Run 1, clock network drawn from the DEF:
Bar = 50 microns.
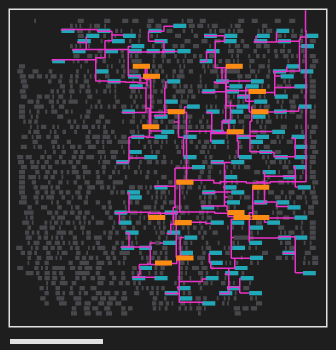
Run 1, sequential cells grouped by signal name:
Bar = 50 microns. Other sequential cells in the stronger grey, the rest of the logic in the fainter grey.
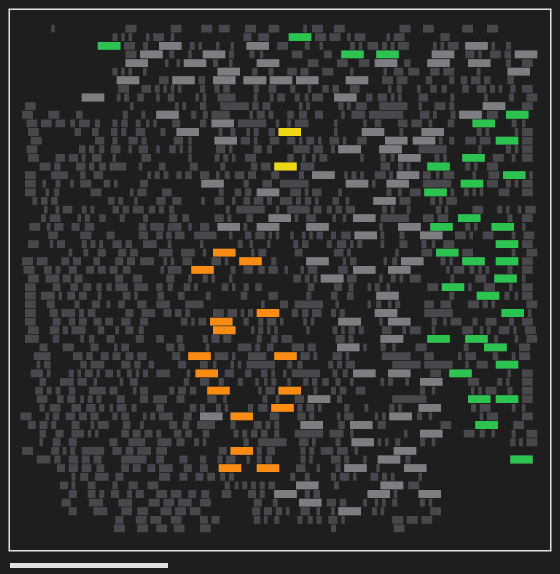
Run 1, wiring heat map:
The die is cut into 34 by 34 equal tiles; dark blue is low, red is high, scaled to the fullest tile. Values are wire area over tile area, all layers added.
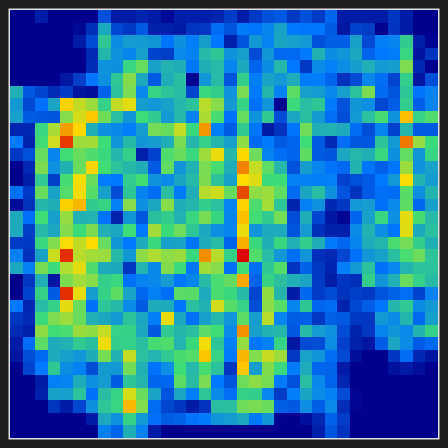
Run 1, cell sizes after repair:
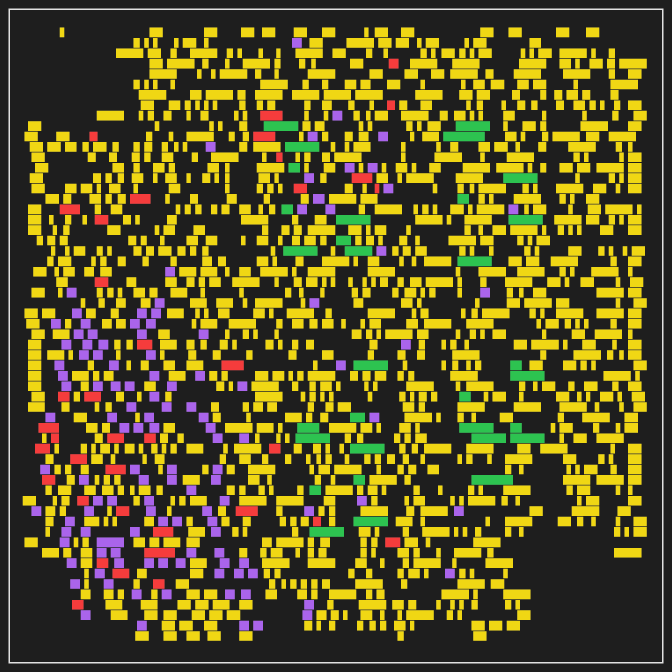
==> src/rtl/buffer_dma_writer.sv <==
// buffer_dma_writer: descriptor-driven DMA write master for the buffer controller's
// DMA write port. One command (region, word offset, length) pulls that many beats
// from a source stream and issues address-mapped writes with valid/ready.
// Optional feature macro: BUFWR_AUTO_SWAP_EN -- activation commands target the bank
// not being read by compute (sampled at command accept), and swap_req_o pulses
// together with done_o when such a command completes.
module buffer_dma_writer #(
  parameter int DATA_WIDTH = 32,
  parameter int ADDR_WIDTH = 32,
  parameter int LEN_WIDTH  = 16
) (
  input  logic                  clk_i,
  input  logic                  rst_i,
  input  logic                  cmd_valid_i,
  output logic                  cmd_ready_o,
  input  logic [1:0]            cmd_region_i,
  input  logic [ADDR_WIDTH-1:0] cmd_offset_i,
  input  logic [LEN_WIDTH-1:0]  cmd_len_i,
  input  logic                  src_valid_i,
  input  logic [DATA_WIDTH-1:0] src_data_i,
  output logic                  src_ready_o,
  output logic                  dma_wr_valid_o,
  output logic [ADDR_WIDTH-1:0] dma_wr_addr_o,
  output logic [DATA_WIDTH-1:0] dma_wr_data_o,
  input  logic                  dma_wr_ready_i,
  input  logic                  ping_pong_sel_i,
  output logic                  swap_req_o,
  output logic                  busy_o,
  output logic                  done_o,
  output logic                  err_o,
  output logic [LEN_WIDTH-1:0]  beat_cnt_o
);

  // Range check width: offset + len can never wrap in this many bits.
  localparam int CW = LEN_WIDTH + ADDR_WIDTH + 1;

  typedef enum logic [1:0] {
    ST_IDLE,
    ST_XFER,
    ST_DRAIN,
    ST_DONE
  } state_t;

  state_t                state_q;
  logic                  cmd_ready_q;
  logic                  busy_q;
  logic                  done_q;
  logic                  err_q;
  logic                  wr_valid_q;
  logic [ADDR_WIDTH-1:0] wr_addr_q;
  logic [DATA_WIDTH-1:0] wr_data_q;
  logic [ADDR_WIDTH-1:0] addr_q;
  logic [LEN_WIDTH-1:0]  remaining_q;
  logic [LEN_WIDTH-1:0]  beat_cnt_q;

  logic [1:0]            region_d;
  logic [ADDR_WIDTH-1:0] base_d;
  logic [CW-1:0]         size_d;
  logic [CW-1:0]         end_d;
  logic                  legal_d;
  logic                  src_fire;
  logic                  wr_fire;

`ifdef BUFWR_AUTO_SWAP_EN
  logic act_q;
  logic swap_q;
  logic is_act_d;
`else
  logic unused_sel;
  assign unused_sel = ping_pong_sel_i;
`endif

  // Region decode: effective bank, base address, size and legality of the offered command.
  always_comb begin
    region_d = cmd_region_i;
`ifdef BUFWR_AUTO_SWAP_EN
    is_act_d = (cmd_region_i == 2'd1) || (cmd_region_i == 2'd2);
    // Both activation regions land in the bank compute is not reading.
    if (is_act_d) begin
      region_d = ping_pong_sel_i ? 2'd1 : 2'd2;
    end
`endif
    case (region_d)
      2'd0:    begin base_d = ADDR_WIDTH'(32'h0000_0000); size_d = CW'(32'h0002_0000); end
      2'd1:    begin base_d = ADDR_WIDTH'(32'h0002_0000); size_d = CW'(32'h0001_0000); end
      2'd2:    begin base_d = ADDR_WIDTH'(32'h0003_0000); size_d = CW'(32'h0001_0000); end
      default: begin base_d = ADDR_WIDTH'(32'h0004_0000); size_d = CW'(32'h0000_8000); end
    endcase
    end_d   = CW'(cmd_offset_i) + CW'(cmd_len_i);
    legal_d = (cmd_len_i != '0) && (end_d <= size_d);
  end

  assign src_ready_o = (state_q == ST_XFER) && (remaining_q != '0) &&
                       (!wr_valid_q || dma_wr_ready_i);
  assign src_fire    = src_valid_i && src_ready_o;
  assign wr_fire     = wr_valid_q && dma_wr_ready_i;

  // Command FSM with the write output register and all registered status outputs.
  always_ff @(posedge clk_i) begin
    if (rst_i) begin
      state_q     <= ST_IDLE;
      cmd_ready_q <= 1'b1;
      busy_q      <= 1'b0;
      done_q      <= 1'b0;
      err_q       <= 1'b0;
      wr_valid_q  <= 1'b0;
      wr_addr_q   <= '0;
      wr_data_q   <= '0;
      addr_q      <= '0;
      remaining_q <= '0;
      beat_cnt_q  <= '0;
`ifdef BUFWR_AUTO_SWAP_EN
      act_q       <= 1'b0;
      swap_q      <= 1'b0;
`endif
    end else begin
      done_q <= 1'b0;
`ifdef BUFWR_AUTO_SWAP_EN
      swap_q <= 1'b0;
`endif
      if (wr_fire) begin
        beat_cnt_q <= beat_cnt_q + LEN_WIDTH'(1);
      end
      case (state_q)
        ST_IDLE: begin
          if (cmd_valid_i) begin
            beat_cnt_q <= '0;
            err_q      <= !legal_d;
            if (legal_d) begin
              addr_q      <= base_d + cmd_offset_i;
              remaining_q <= cmd_len_i;
              state_q     <= ST_XFER;
              cmd_ready_q <= 1'b0;
              busy_q      <= 1'b1;
`ifdef BUFWR_AUTO_SWAP_EN
              act_q       <= is_act_d;
`endif
            end else begin
              // Rejected command completes immediately without leaving IDLE.
              done_q <= 1'b1;
            end
          end
        end
        ST_XFER: begin
          // A pop reloads the output register even while the previous beat is
          // being accepted, so back-to-back beats flow without a bubble.
          if (src_fire) begin
            wr_valid_q  <= 1'b1;
            wr_addr_q   <= addr_q;
            wr_data_q   <= src_data_i;
            addr_q      <= addr_q + ADDR_WIDTH'(1);
            remaining_q <= remaining_q - LEN_WIDTH'(1);
            if (remaining_q == LEN_WIDTH'(1)) begin
              state_q <= ST_DRAIN;
            end
          end else if (wr_fire) begin
            wr_valid_q <= 1'b0;
          end
        end
        ST_DRAIN: begin
          if (wr_fire) begin
            wr_valid_q <= 1'b0;
            state_q    <= ST_DONE;
            busy_q     <= 1'b0;
            done_q     <= 1'b1;
`ifdef BUFWR_AUTO_SWAP_EN
            swap_q     <= act_q;
`endif
          end
        end
        default: begin
          state_q     <= ST_IDLE;
          cmd_ready_q <= 1'b1;
        end
      endcase
    end
  end

  assign cmd_ready_o    = cmd_ready_q;
  assign busy_o         = busy_q;
  assign done_o         = done_q;
  assign err_o          = err_q;
  assign dma_wr_valid_o = wr_valid_q;
  assign dma_wr_addr_o  = wr_addr_q;
  assign dma_wr_data_o  = wr_data_q;
  assign beat_cnt_o     = beat_cnt_q;
`ifdef BUFWR_AUTO_SWAP_EN
  assign swap_req_o     = swap_q;
`else
  assign swap_req_o     = 1'b0;
`endif

endmodule

==> config.mk <==
export PLATFORM = sky130hd
export DESIGN_NAME = buffer_dma_writer
export DESIGN_NICKNAME = d
export VERILOG_FILES = /design/src/rtl/buffer_dma_writer.sv
export SDC_FILE = /design/constraint.sdc
export NUM_CORES = 1
export LEC_CHECK = 0
export CELL_PAD_IN_SITES_DETAIL_PLACEMENT = 1
export CELL_PAD_IN_SITES_GLOBAL_PLACEMENT = 1
export CORE_MARGIN = 3
export CORE_UTILIZATION = 30
export DETAILED_ROUTE_END_ITERATION = 16
export PLACE_DENSITY_LB_ADDON = 0.1
export SYNTH_ARGS = -nofsm -noshare
export SYNTH_HDL_FRONTEND = slang
export SYNTH_SLANG_ARGS = --single-unit
export TNS_END_PERCENT = 5
==> constraint.sdc <==
create_clock -name clk_i -period 5.5 [get_ports clk_i]
set_clock_uncertainty 0.1 [all_clocks]
set_input_delay 0.825 -clock clk_i [delete_from_list [all_inputs] [get_ports clk_i]]
set_output_delay 0.825 -clock clk_i [all_outputs]
set_load 0.02 [all_outputs]
==> flow_metrics.tcl, run 1 <==
# metrics dict for downstream scripts
set metrics [dict create \
    fa_ha_area_frac 0.0543 \
    largest_cell_class "combinational gates" \
    inverters 57 \
    final_util 0.437 \
    area_delta_synth_final_pct 41.6 \
    sequentialPowerShare 0.351 \
    wl_mm 28.5 \
    cts.clk_slew.worst_paths_ns 0.07 \
    finalNetCount 1448 \
    synthesis.area_sq_um 8110 \
    layout-drive-gt1-share 0.142 \
    wl_met2_mm 12.9 \
    hp-class "reg2reg" \
    drtIter0Drc 395 \
    timing_hold_violations_final 0 \
    layout_top_cell "nand2_1" \
    clock-sinks 135 \
    ioPinCount 175 \
    syn-mean-instance-area_sq_um 7.45 \
    coreArea_sq_um 26300 \
    top_logic_kind "simple AND/OR/NAND/NOR gates" \
    htree_levels 4 \
    regArea_sq_um 2700 \
    dr.pass1.iters 5 \
    finalHoldWorstSlack_ns 0.352 \
    postSynthSeqShare 0.333 \
    dp.cells 1642 \
    grt_overflow 0 \
    status "finished, final reports clean" \
    max_stage_delay_ns 0.44 \
    wl_per_cell_microns 17.0 \
    hold_start "dma_wr_addr_o[15]$_SDFFE_PP0P_" \
    maxPowerGroup "clock" \
    diodes 0 \
    dp_hpwl_mm 21.5 \
    grt_max_degree 70 \
    cp-endpoint "busy_o$_SDFFE_PP0P_" \
]
## Picture notes: 'clock network drawn from the DEF'
- flip-flops: cyan (count 135)
- clock wires: magenta (length 2,040 microns)
- cells driving clock nets: orange (count 17)
- routed clock nets: 18

## Picture notes: 'sequential cells grouped by signal name'
- remaining_q: orange (flops 16)
- state_q: yellow (flops 2)
- dma_wr_data_o: green (flops 32; where a column on the right)

## Picture notes: 'wiring heat map'
- mean over tiles: 0.15
- emptiest ninth of the die: bottom right
- fullest tile: 0.48

## Picture notes: 'cell sizes after repair'
- drive 3 to 4: purple (cells 122)
- drive 6 and up: green (cells 31)
- drive 2: red (cells 37)
- drive 1 or less: yellow (cells 1,149)

==> inputs of run 2 (changes only) <==
SLEW_MARGIN = 20   (was default)
Run 2, placed standard cells:
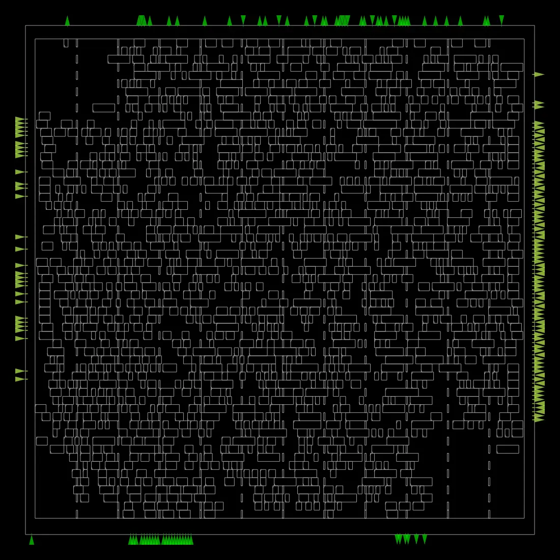
fin cells: 1,674
n_taps: 335
flop count: 135
site row count: 59
Seq/total area: 0.235

==> run 2 against run 1 <==
  * Worst hold slack unchanged
  * Clock power about the same
  * Utilization unchanged
  * Sequential share of layout area unchanged
  * Critical endpoint unchanged
  * Power unchanged
  * Synthesized cell count unchanged
  * Final cell count unchanged
  * Area after synthesis unchanged
  * Largest power group unchanged
==> flow_metrics.tcl, run 2 <==
# metrics dict for downstream scripts
set metrics [dict create \
    status "finished, final reports clean" \
    timing_hold_violations_final 0 \
    drtIter0Drc 395 \
    dp.cells 1642 \
    regArea_sq_um 2700 \
    diodes 0 \
    hold_start "dma_wr_addr_o[15]$_SDFFE_PP0P_" \
    finalHoldWorstSlack_ns 0.352 \
    inverters 57 \
    area_delta_synth_final_pct 41.6 \
    wl_per_cell_microns 17.0 \
    maxPowerGroup "clock" \
    finalNetCount 1448 \
    top_logic_kind "simple AND/OR/NAND/NOR gates" \
    fa_ha_area_frac 0.0543 \
    layout_top_cell "nand2_1" \
    cp-endpoint "busy_o$_SDFFE_PP0P_" \
    max_stage_delay_ns 0.44 \
    hp-class "reg2reg" \
    dp_hpwl_mm 21.5 \
    coreArea_sq_um 26300 \
    ioPinCount 175 \
    htree_levels 4 \
    wl_met2_mm 12.9 \
    syn-mean-instance-area_sq_um 7.45 \
]
==> inputs of run 3 (changes only) <==
CTS_BUF_LIST = sky130_fd_sc_hd__clkbuf_4 sky130_fd_sc_hd__clkbuf_8 sky130_fd_sc_hd__clkbuf_16   (was default)
Run 3, cell sizes after repair:
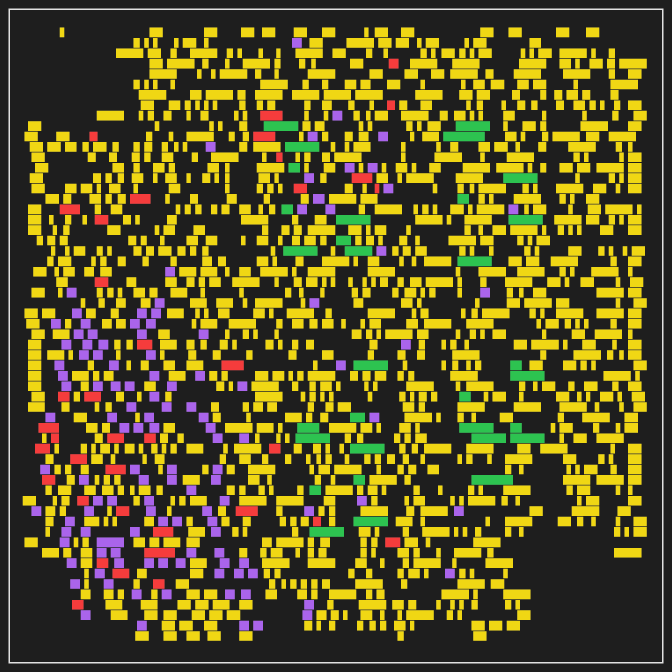
- drive 1 or less: yellow (cells 1,149)
- drive 6 and up: green (cells 31)
- drive 2: red (cells 37)
- drive 3 to 4: purple (cells 122)

==> run 3 against run 2 <==
  * Synthesized cell count stayed put
  * Worst hold slack unchanged
  * Flip-flop count unchanged
  * Combinational power about the same
  * Cell area is the same
  * Wire length stayed put
  * Via count unchanged
  * Sequential power barely moved
  * Worst setup slack stayed put
  * Utilization unchanged
  * Register-to-register slack is essentially flat
  * Power is the same
==> flow_metrics.tcl, run 3 <==
# metrics dict for downstream scripts
set metrics [dict create \
    drtIter0Drc 395 \
    syn-mean-instance-area_sq_um 7.45 \
    cp-endpoint "busy_o$_SDFFE_PP0P_" \
    regArea_sq_um 2700 \
    seq_share 0.235 \
    dp.cells 1642 \
    fin_cells 1674 \
    wl_per_cell_microns 17.0 \
    fa_ha_area_frac 0.0543 \
    timing_hold_violations_final 0 \
    coreArea_sq_um 26300 \
    finalNetCount 1448 \
    finalHoldWorstSlack_ns 0.352 \
    inverters 57 \
    rows 59 \
    dp_hpwl_mm 21.5 \
    hold_start "dma_wr_addr_o[15]$_SDFFE_PP0P_" \
    area_delta_synth_final_pct 41.6 \
    wl_met2_mm 12.9 \
    diodes 0 \
    well_tap_count 335 \
    top_logic_kind "simple AND/OR/NAND/NOR gates" \
    maxPowerGroup "clock" \
    layout_top_cell "nand2_1" \
    hp-class "reg2reg" \
    status "finished, final reports clean" \
    flop-count 135 \
    ioPinCount 175 \
]
Power and IR drop assume default switching activity.
